## src/rtl/cnn_pkg.sv

```systemverilog
// Constants and loader state type shared by the CNN input loader and the inference engine.
package cnn_pkg;

  localparam int CNN_DATA_W = 7;
  localparam int CNN_ADDR_W = 12;
  localparam int CNN_N_PIX  = 400;
  localparam logic [CNN_DATA_W-1:0] CNN_BIAS_VAL = 7'h40;

  typedef enum logic [2:0] {
    IDLE,
    LOAD,
    BIAS,
    HOLD,
    DRAIN
  } loader_state_t;

endpackage

```

## src/rtl/cnn_input_loader.sv

```systemverilog
// Writer side of the CNN input-feature RAM: streams quantized pixels, appends the bias word, holds until acked.
// Optional LOADER_CKSUM_EN adds a 16-bit running checksum output of the words written for the current image.
module cnn_input_loader
  import cnn_pkg::*;
#(
  parameter int IN_W   = 8,
  parameter int DATA_W = CNN_DATA_W,
  parameter int ADDR_W = CNN_ADDR_W,
  parameter int N_PIX  = CNN_N_PIX,
  parameter logic [DATA_W-1:0] BIAS_VAL = DATA_W'(CNN_BIAS_VAL)
) (
  input  logic              clk,
  input  logic              rst,
  input  logic              s_valid,
  input  logic [IN_W-1:0]   s_data,
  input  logic              s_last,
  output logic              s_ready,
  output logic [ADDR_W-1:0] ram_addr,
  output logic [DATA_W-1:0] ram_data,
  output logic              ram_wren,
  output logic              img_ready,
  input  logic              infer_ack,
  output logic              err_len,
  output logic [15:0]       frame_cnt
`ifdef LOADER_CKSUM_EN
  ,
  output logic [15:0]       cksum
`endif
);

  localparam int CNT_W = $clog2(N_PIX + 1);
  localparam logic [CNT_W-1:0] LAST_IDX = CNT_W'(N_PIX - 1);

  loader_state_t state_q, state_d;
  logic [CNT_W-1:0]  cnt_q, cnt_d, idx;
  logic              accept, in_frame;
  logic              wren_d, err_d;
  logic [ADDR_W-1:0] addr_d;
  logic [DATA_W-1:0] data_d;
  logic              unused_lsbs;

  assign unused_lsbs = ^s_data;
  assign accept      = s_valid && s_ready;
  assign in_frame    = (state_q == IDLE) || (state_q == LOAD);
  // Beat accepted in IDLE is always pixel 0; the counter only holds meaning in LOAD.
  assign idx         = (state_q == LOAD) ? cnt_q : '0;

  always_ff @(posedge clk or posedge rst) begin
    if (rst) state_q <= IDLE;
    else     state_q <= state_d;
  end

  always_comb begin
    state_d = state_q;
    unique case (state_q)
      IDLE, LOAD: begin
        if (accept) begin
          if (idx == LAST_IDX) state_d = s_last ? BIAS : DRAIN;
          else if (s_last)     state_d = IDLE;
          else                 state_d = LOAD;
        end
      end
      DRAIN:   if (accept && s_last) state_d = IDLE;
      BIAS:    state_d = HOLD;
      HOLD:    if (infer_ack) state_d = IDLE;
      default: state_d = IDLE;
    endcase
  end

  always_comb begin
    wren_d = 1'b0;
    err_d  = 1'b0;
    addr_d = ram_addr;
    data_d = ram_data;
    cnt_d  = '0;
    if (in_frame && accept) begin
      wren_d = 1'b1;
      addr_d = ADDR_W'(idx);
      data_d = s_data[IN_W-1 -: DATA_W];
      err_d  = (s_last && (idx < LAST_IDX)) || (!s_last && (idx == LAST_IDX));
    end
    if (state_q == BIAS) begin
      wren_d = 1'b1;
      addr_d = ADDR_W'(N_PIX);
      data_d = BIAS_VAL;
    end
    if (state_d == LOAD)
      cnt_d = (in_frame && accept) ? idx + CNT_W'(1) : cnt_q;
  end

  // Outputs are registered from the next state so the handshake and write port change cleanly on the edge.
  always_ff @(posedge clk or posedge rst) begin
    if (rst) begin
      cnt_q     <= '0;
      s_ready   <= 1'b0;
      ram_wren  <= 1'b0;
      ram_addr  <= '0;
      ram_data  <= '0;
      img_ready <= 1'b0;
      err_len   <= 1'b0;
      frame_cnt <= '0;
    end else begin
      cnt_q     <= cnt_d;
      s_ready   <= (state_d == IDLE) || (state_d == LOAD) || (state_d == DRAIN);
      ram_wren  <= wren_d;
      ram_addr  <= addr_d;
      ram_data  <= data_d;
      img_ready <= (state_d == HOLD);
      err_len   <= err_d;
      if (state_q == HOLD && infer_ack) frame_cnt <= frame_cnt + 16'd1;
    end
  end

`ifdef LOADER_CKSUM_EN
  always_ff @(posedge clk or posedge rst) begin
    if (rst)                   cksum <= '0;
    else if (state_d == IDLE)  cksum <= '0;
    else if (wren_d)           cksum <= cksum + 16'(data_d);
  end
`endif

endmodule

```

## config.mk

```make
export PLATFORM = sky130hd
export DESIGN_NAME = cnn_input_loader
export DESIGN_NICKNAME = d
export VERILOG_FILES = /design/src/rtl/cnn_pkg.sv /design/src/rtl/cnn_input_loader.sv
export SDC_FILE = /design/constraint.sdc
export NUM_CORES = 1
export LEC_CHECK = 0
export CAP_MARGIN = 20
export CORE_ASPECT_RATIO = 1.75
export CORE_MARGIN = 4
export CORE_UTILIZATION = 50
export CTS_CLUSTER_DIAMETER = 80
export DETAILED_ROUTE_END_ITERATION = 16
export PLACE_DENSITY = 0.89
export SLEW_MARGIN = 20
export SYNTH_ARGS = -nofsm -noshare
export SYNTH_HDL_FRONTEND = slang
export SYNTH_SLANG_ARGS = --single-unit
```

## constraint.sdc

```tcl
create_clock -name clk -period 2.3 [get_ports clk]
set_input_delay 0.23 -clock clk [delete_from_list [all_inputs] [get_ports clk]]
set_output_delay 0.23 -clock clk [all_outputs]
set_load 0.05 [all_outputs]
```

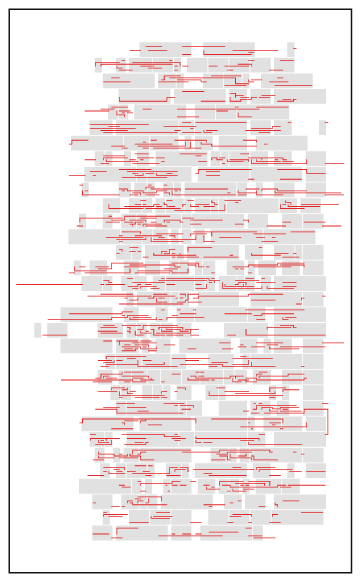
*Metal 1*
Cells faint in the background.
longest straight run: 19.8 um
main direction: horizontal
nets with wire on the layer: 265
wire length on this layer: 2,050 um

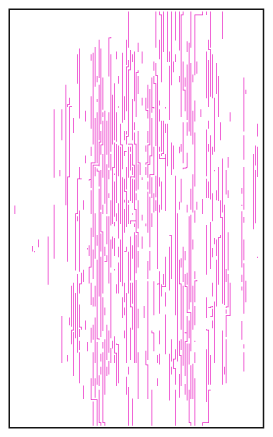
*The metal 2 layer*
wire length on this layer: 3,080 um
longest straight run: 45.4 um
main direction: vertical
nets with wire on the layer: 256
Vias: 1,882
final WL: 5460 um
met2 Use GR: 35.3%

==> impl_metrics.csv <==
group,metric,value,unit
final_layout,clkbuf_count,6,
cts,clkSlewWorstSetupHoldPaths,0.09,ns
cts,cts_made_buffers,5,
die,nWellTaps,51,
critical_path,critPathMaxFanout,5,
detailed_routing,wl_met3,190,um
yosys,synth_top_flop_cell,"dfrtp_1",
die,fp.dieW,59.4,um
timing,finalSetupTns,0,ns
cts,cts_tree,"done",
detailed_routing,drt_iter0_drc,88,
power,p_int,1270,uW
yosys,synth.cell_area,2320,um^2
timing,finalHoldViolations,0,
critical_path,r2r_setup_slack,0.19,ns
critical_path,critPathLaunchType,"register",
yosys,numSynthFlops,48,
yosys,simple_gate_share,23.2,%
cts,clk_latency,0.30,ns
detailed_routing,wl_per_cell,16.6,um
detailed_routing,antenna_left,0,
yosys,yosys.area_share.adder,1.08,%
yosys,ys_area,2320,um^2
critical_path,reg2regPathDepth,8,
timing,slew-limit-headroom,65.2,%
timing,fin_skew,0.00767,ns
critical_path,worstSetupPathType,"register to register",
yosys,yosysTopAreaCell,"dfrtp_1",
critical_path,crit_end,"state_q[2]$_DFF_PP0_",
cts,cts_max_path_buffers,2,
yosys,most_common_cell,"dfrtp_1",
timing,setup_viol,0,
die,fp.coreArea,4440,um^2
final_layout,seq_cells,48,
die,dieArea,5830,um^2
power,swShare,25.7,%
final_layout,final_cell_count_no_fill,329,
final_layout,buffers,58,
yosys,async_flop_share,100,%
final_layout,regArea,1200,um^2
die,die_height,98.0,um
timing,tightest_slew,0.521,ns
yosys,muxShareOfSynthArea,1.89,%
yosys,aoi_share,10.5,%
global_route,met3_usage,3.17,%
die,io_pins,52,
global_route,busiest_layer,"met2",
global_route,grt_max_degree,27,
global_route,first_global_vias,1860,
power,irDropWorstVdd,0.000542,V
final_layout,utilization,67.2,%
timing,finalCriticalPeriod,2.11,ns
final_layout,seq_area_share,40.2,%
placement,placed_area,2880,um^2
yosys,xor_share,6.81,%
timing,hold_ws,0.273,ns
critical_path,critPathArrivalTime,2.34,ns
placement,dpl.cell_count,321,
global_route,met1_usage,23.8,%
timing,post-route-period-util,91.7,%
final_layout,diodes,0,
critical_path,r2r-start,"state_q[0]$_DFF_PP0_",
critical_path,critPathLaunch,"state_q[0]$_DFF_PP0_",
final_layout,design_area,2990,um^2
final_layout,sh_comb_area,34.1,%
die,rows,32,
power,p_sw,437,uW
final_layout,n_all_inverters,8,
power,comb_power_share,13.3,%
detailed_routing,wl_met1,2050,um
run,drv_cap,0,
detailed_routing,drt_pass1_iterations,6,
power,p_per_area,570,nW/um^2
global_route,grtUsageTotal,20.4,%
cts,cts_hold_buf,0,
yosys,synth_cell_types,44,
yosys,yosys_warnings,0,
yosys,ys_cells,225,
timing,finalMaxSlewViolations,0,
final_layout,drive_gt1_share,10.8,%
yosys,yosys-top-cells-area,"dfrtp_1, xor2_1, nand2_1, xnor2_1, a22o_1",
power,seqPwrFrac,51.3,%
placement,place.gp.congestion,0.833,
placement,place_hpwl,3910,um
global_route,antenna_found_initial,0,
cts,cts_setup_buffers,0,
power,leakage,0.00134,uW
critical_path,critPathRequiredTime,2.53,ns
yosys,synth.top_cell.area_share,51.9,%
placement,place_ws,0.226,ns
yosys,ys_seq_share,51.9,%
global_route,grt_pass1_wl,9190,um
final_layout,mi_logic_area,1020,um^2
run,warning_count,27,
final_layout,largest_class,"flip-flops and latches",
yosys,top_logic_kind,"simple AND/OR/NAND/NOR gates",
detailed_routing,drc,0,
timing,fin_ws,0.192,ns
final_layout,syn2layout_area_growth,29.0,%
critical_path,worst_setup_path_end_kind,"register",
global_route,gr-total-overflow,0,
final_layout,clock_area_share,3.60,%
detailed_routing,top_layer_used,"met4",
final_layout,fin_nets,292,
cts,cts.sinks,48,
final_layout,fillers,335,
yosys,synth-edff-count,0,
cts,root_buffer,"clkbuf_8",
run_status,outcome,"finished clean",
die,initial_core_util,52.1,%
power,total_power,1700,uW
final_layout,comb_cells,156,
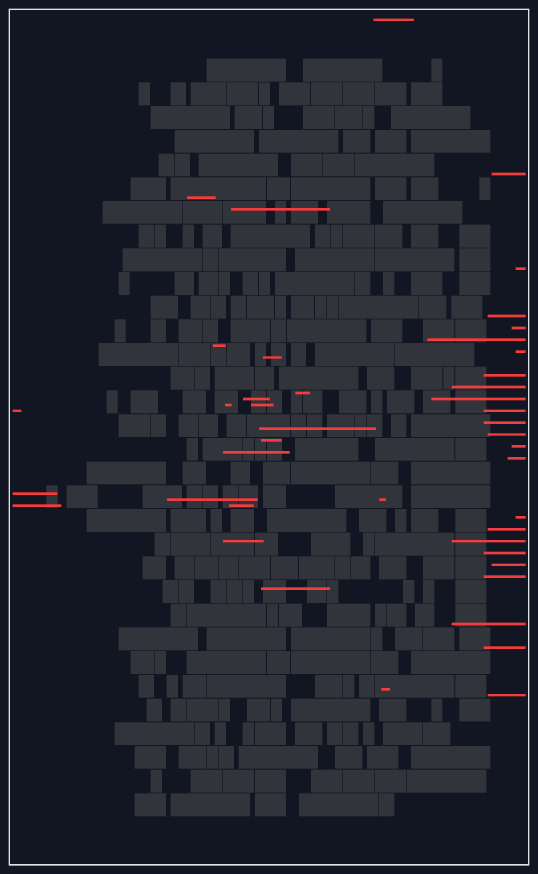
*The metal 3 layer*
Cells faint in the background.
share of all routed wire: 3.5%
nets with wire on the layer: 37
longest straight run: 13.1 um
wire length on this layer: 191 um
main direction: horizontal

==> critical path: stages, from the launching register on <==
cell and delay, ns:
dfrtp_1 0.35, inv_1 0.10, nor3_2 0.30, and2_1 0.21
ha_1 0.22, and3_1 0.17, nand4_1 0.16, or3_1 0.39
a21oi_1 0.14
==> cells by family after synthesis <==
logic type	after synthesis
AOI/OAI and AO/OA	38
xor gates and xnor gates	18
adders and majority gates	2
buffers and inverters	23
DFF	48
muxes	4
other	1
and+or+nand+nor	91
==> sequential cells by signal (all words and copies together), names as in the netlist, 3 cells and up <==
signal     count
frame_cnt     16
state_q        3
cnt_q          9
ram_data       7
ram_addr       9
==> power groups by stage <==
stage / logic, uW / clock network, uW / registers [uW]
finish: 226 / 603 / 874
global route: 241 / 641 / 877
CTS: 228 / 610 / 874
detailed placement: 227 / 0 / 891
global placement: 224 / 0 / 890
floorplan: 86.2 / 0 / 945
==> cells in the final DEF (no fill, tap or decap), types with 2 or more instances in the layout <==
cell | netlist | layout
nand2_1 | 23 | 23
inv_2 | 1 | 2
ha_1 | 2 | 2
buf_4 | 3 | 10
nand4_1 | 7 | 7
a21oi_1 | 7 | 7
nand3b_1 | 4 | 4
conb_1 | 1 | 3
nor2_1 | 14 | 14
clkdlybuf4s50_1 | 0 | 47
nand3_1 | 12 | 12
nor4_2 | 3 | 3
xnor2_1 | 8 | 8
mux2_2 | 2 | 2
a22o_1 | 7 | 7
o21ai_0 | 12 | 12
nand2b_1 | 2 | 2
nor3_1 | 8 | 8
inv_1 | 7 | 6
clkbuf_8 | 0 | 5
and4_1 | 2 | 2
and3_1 | 2 | 2
and2_1 | 5 | 5
a22oi_1 | 2 | 2
dfrtp_1 | 48 | 48
xor2_1 | 10 | 10
o21ai_1 | 4 | 4
Power figures rest on the tool's default switching activity, not on a simulated workload.
